File: src/rtl/regfile_ctrl_pkg.sv
// rtl/regfile_ctrl_pkg.sv - shared defaults and FSM state type for the regfile write controller
package regfile_ctrl_pkg;
  localparam int DATA_W = 32;
  localparam int ADDR_W = 5;
  localparam int NREG   = 32;

  typedef enum logic {ST_INIT, ST_RUN} st_e;
endpackage

File: src/rtl/rr_arb2.sv
// rtl/rr_arb2.sv - two-way round-robin arbiter, requester 0 favoured after reset
module rr_arb2 (
  input  logic       clk,
  input  logic       rst,
  input  logic [1:0] req,
  output logic [1:0] gnt
);
  logic last;  // 1 when requester 1 won the most recent grant

  always_comb begin
    gnt = 2'b00;
    if (req[0] && (!req[1] || last)) gnt = 2'b01;
    else if (req[1])                 gnt = 2'b10;
  end

  always_ff @(posedge clk or posedge rst) begin
    if (rst)                last <= 1'b1;
    else if (gnt != 2'b00) last <= gnt[1];
  end
endmodule

File: src/rtl/regfile_write_ctrl.sv
// rtl/regfile_write_ctrl.sv - register file write-port controller: zeroing sweep,
// round-robin writeback arbitration and pending-write scoreboard
module regfile_write_ctrl #(
  parameter int DATA_W = regfile_ctrl_pkg::DATA_W,
  parameter int ADDR_W = regfile_ctrl_pkg::ADDR_W,
  parameter int NREG   = regfile_ctrl_pkg::NREG
) (
  input  logic              clk,
  input  logic              rst,
  input  logic              req0_valid,
  input  logic [ADDR_W-1:0] req0_reg,
  input  logic [DATA_W-1:0] req0_data,
  output logic              req0_ready,
  input  logic              req1_valid,
  input  logic [ADDR_W-1:0] req1_reg,
  input  logic [DATA_W-1:0] req1_data,
  output logic              req1_ready,
  input  logic              rsv_valid,
  input  logic [ADDR_W-1:0] rsv_reg,
  input  logic [ADDR_W-1:0] regA,
  input  logic [ADDR_W-1:0] regB,
  output logic              hazardA,
  output logic              hazardB,
  output logic [NREG-1:0]   pending,
  output logic              init_done,
  output logic              WS,
  output logic [ADDR_W-1:0] regW,
  output logic [DATA_W-1:0] dataW
);
  import regfile_ctrl_pkg::*;

  st_e               state, state_nxt;
  logic [ADDR_W-1:0] cnt, cnt_nxt;
  logic              run;
  logic [1:0]        gnt;
  logic [ADDR_W-1:0] win_reg;
  logic [DATA_W-1:0] win_data;
  logic              ws_nxt, done_nxt;
  logic [ADDR_W-1:0] regw_nxt;
  logic [DATA_W-1:0] dataw_nxt;
  logic [NREG-1:0]   set_mask, clr_mask, pending_nxt;

  assign run = (state == ST_RUN);

  rr_arb2 u_arb (
    .clk (clk),
    .rst (rst),
    .req ({req1_valid & run, req0_valid & run}),
    .gnt (gnt)
  );

  assign req0_ready = gnt[0];
  assign req1_ready = gnt[1];
  assign win_reg    = gnt[1] ? req1_reg  : req0_reg;
  assign win_data   = gnt[1] ? req1_data : req0_data;
  assign hazardA    = pending[regA];
  assign hazardB    = pending[regB];

  always_comb begin
    state_nxt = state;
    cnt_nxt   = cnt;
    done_nxt  = init_done;
    ws_nxt    = 1'b0;
    regw_nxt  = regW;
    dataw_nxt = dataW;
    set_mask  = '0;
    clr_mask  = '0;
    case (state)
      ST_INIT: begin
        ws_nxt    = 1'b1;
        regw_nxt  = cnt;
        dataw_nxt = '0;
        cnt_nxt   = cnt + 1'b1;
        if (cnt == ADDR_W'(NREG - 1)) begin
          state_nxt = ST_RUN;
          done_nxt  = 1'b1;
        end
      end
      ST_RUN: begin
        if (gnt != 2'b00) begin
          // register 0 is hardwired: the handshake completes but nothing is written
          ws_nxt    = (win_reg != '0);
          regw_nxt  = win_reg;
          dataw_nxt = win_data;
          clr_mask  = NREG'(1) << win_reg;
        end
        if (rsv_valid && rsv_reg != '0) set_mask = NREG'(1) << rsv_reg;
      end
      default: state_nxt = ST_INIT;
    endcase
    // set applied after clear so a same-cycle reserve keeps the bit
    pending_nxt    = (pending & ~clr_mask) | set_mask;
    pending_nxt[0] = 1'b0;
  end

  always_ff @(posedge clk or posedge rst) begin
    if (rst) begin
      state     <= ST_INIT;
      cnt       <= '0;
      init_done <= 1'b0;
      WS        <= 1'b0;
      regW      <= '0;
      dataW     <= '0;
      pending   <= '0;
    end else begin
      state     <= state_nxt;
      cnt       <= cnt_nxt;
      init_done <= done_nxt;
      WS        <= ws_nxt;
      regW      <= regw_nxt;
      dataW     <= dataw_nxt;
      pending   <= pending_nxt;
    end
  end
endmodule

File: config.mk
export PLATFORM = sky130hd
export DESIGN_NAME = regfile_write_ctrl
export DESIGN_NICKNAME = d
export VERILOG_FILES = /design/src/rtl/regfile_ctrl_pkg.sv /design/src/rtl/rr_arb2.sv /design/src/rtl/regfile_write_ctrl.sv
export SDC_FILE = /design/constraint.sdc
export NUM_CORES = 1
export LEC_CHECK = 0
export CAP_MARGIN = 20
export CORE_UTILIZATION = 49
export DETAILED_ROUTE_END_ITERATION = 10
export HOLD_SLACK_MARGIN = 0.15
export PLACE_DENSITY = 0.91
export REMOVE_ABC_BUFFERS = 1
export SYNTH_ARGS = -nofsm -noshare
export SYNTH_HDL_FRONTEND = slang
export SYNTH_SLANG_ARGS = --single-unit
export TNS_END_PERCENT = 100
File: constraint.sdc
create_clock -name clk -period 5.35 [get_ports clk]
set_input_delay 1.07 -clock clk [delete_from_list [all_inputs] [get_ports clk]]
set_output_delay 1.07 -clock clk [all_outputs]
set_load 0.01 [all_outputs]
**Track usage over the die**

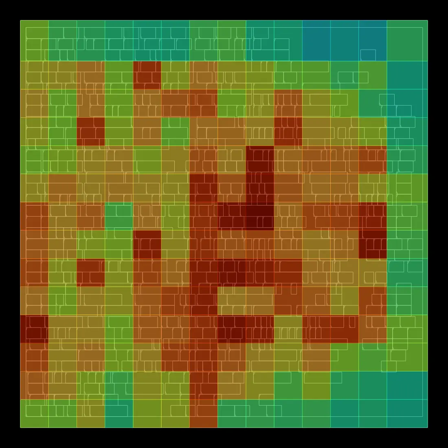
Avg WL per Cell: 19.0 um
met2 Track Usage GR: 52.4%

**Clock network drawn from the DEF**

Bar = 20 um.
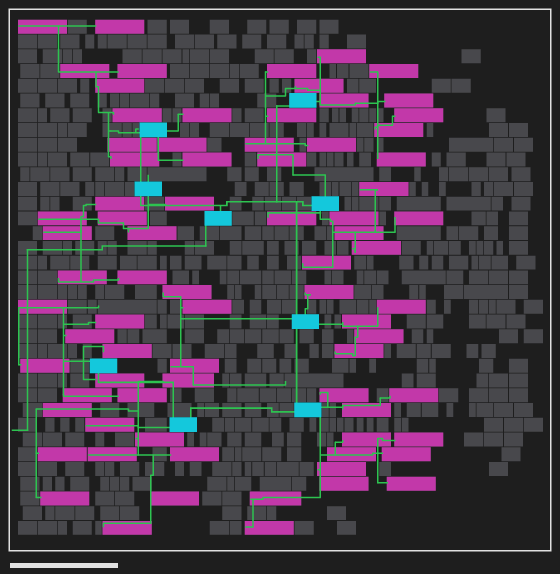
- magenta: flip-flops (count 77)
- cyan: cells driving clock nets (count 9)
- green: clock wires (length 956 um)
- routed clock nets: 10

==> out/metrics.cfg <==
[run_status]
status=finished, final reports clean

[detailed_routing]
drc_errors=0
viasPerCell=6.03
dr.pass1.iters=5
ant_nets=0
drt-initial-drc-count=457

[synthesis]
synth_cell_type_count=47
yosys_area_sq_um=4670
area_leaders=dfrtp_1 (41%), mux2i_1 (11%), a211oi_1 (5.1%), o21ai_0 (4.7%), nand3_1 (4.3%)
yosysSeqAreaShare_pct=41.3
syn_area_per_cell_sq_um=9.33
ys_top_logic_family=AND-OR/OR-AND gates
numSynthFlops=77
syn_inst=501
common_cells=dfrtp_1 (76), mux2i_1 (50), o21ai_0 (44)
yosys.area_share.simple_pct=14.6
yosysTopAreaCell=dfrtp_1
synthesis.area_sq_um=4670
edf_count=0
most_common_cell=dfrtp_1
async_flop_share_pct=100
yosysWarnings=0

[critical_path]
path_depth=6
reg2reg_slack_ns=2.97
cp_common_cell=clkdlybuf4s50_1
start_kind=input pin
endpoint=hazardB
reg2reg_depth=5
worstSetupEndpointType=output port
crit_buf_inv=2
crit_slowest_cell=clkdlybuf4s50_1
critPathTopFamily=buffers and inverters
worst_r2r_endpoint=pending[20]
path_class=in -> out
cp_data_required_time_ns=4.28
cp_max_fo=7
startpoint=regB[0]

[floorplan]
fp-utilization_pct=50.6
chipHeight_um=99.7
num_rows=35
ios=169

[final_layout]
antenna_cells=0
area.growth.synth_to_final_pct=42.1
final_util_pct=71.9
nets=740
final_area_sq_um=6640
n_fill_cell=643
instances_no_fill=778

[place]
io_buffers=167
dp_hpwl_mm=10.9
place_area_sq_um=6370
gp_congestion=0.969
place_ws_ns=1.12

[clocking]
tritoncts=yes
cts-hold-fix-buffers=0
cts-root-buf=clkbuf_8
numCtsBuffers=9
cts_buffer_depth=2

[power_and_ir_drop]
total_power_uw=1890
powerDensity_nw_per_um2=285
ir_drop_mv=0.202
leakage_uw=0.00274

[min_path]
hold_depth=1
holdPathEnd=init_done
hold_start=init_done

[grt]
grt_max_degree=87
antenna_found_initial=0
grtUsageTotal_pct=29.7
grt_pass1_vias=4733

[run]
warning_count=25

[timing]
worst_slack_ns=1.12
fin_skew_ns=0.00841
drv_slew=0
hold_violations=0
setup_viol=0
max-slew-margin-rel_pct=11.1
period_minus_slack_ns=4.23
worst_slew_pin_slew_ns=1.33

## layout by cell type (no fill, tap or decap), types with 2 or more instances in the layout
master,n
mux2_2,2
nor2_1,11
a22oi_1,4
nor2b_1,13
a31oi_1,2
o22ai_1,16
nand4_1,17
xnor2_1,3
a21oi_1,8
and3_1,3
clkdlybuf4s50_1,167
o32ai_1,2
dfrtp_1,75
o211ai_1,4
a211oi_1,32
or2_2,2
a32oi_1,2
and2_1,3
mux2i_1,50
o2bb2ai_1,4
o2111ai_1,6
o21ai_0,44
clkbuf_1,2
a2111o_1,6
a211o_1,8
nand2b_1,11
nand2_1,25
buf_4,5
ha_1,2
nand3_1,40
inv_1,38
clkbuf_8,10
o221ai_1,3
mux4_2,6
bufinv_16,4
nor3_1,3
## flip-flops by register name, summed over array words and instances (netlist names)
register	flops
WS	1
cnt	5
dataW	32
init_done	1
pending	31
regW	5
run	1
u_arb.last	1
## cell type report
class                           instances  area [sq um]  share of cell area (%)
Multi-Input combinational cell        344          2420                    36.5
Sequential cell                        77          1930                    29.1
Clock inverter                          4           120                    1.81
Clock buffer                           12           145                    2.19
Timing Repair Buffer                  172          1710                    25.7
Tap cell                              129           161                    2.43
Inverter                               40           150                    2.26
## power by group
part / switching (uW) / internal, uW / total (uW)
Combinational: 247 / 309 / 556
Clock: 213 / 371 / 584
Sequential: 87.1 / 665 / 752
## kinds of logic (layout without fill, tap and decap cells)
group           after synthesis  in the layout
xor+xnor                      3              3
fa+ha+maj                     2              2
flops                        77             77
other cells                   1              1
buf+inv                      80            228
mux                          58             58
simple gates                132            132
compound gates              148            148
## metal layers
layer / routed length [um] / vias to the layer above / track usage [%]
met3: 1360 / 29 / 8.78
met4: 354 / 0 / 11.8
met2: 7430 / 283 / 52.4
met1: 5650 / 2238 / 33.7
li1: - / 2144 / -
met5: 0 / - / 0
Power and IR drop assume default switching activity.
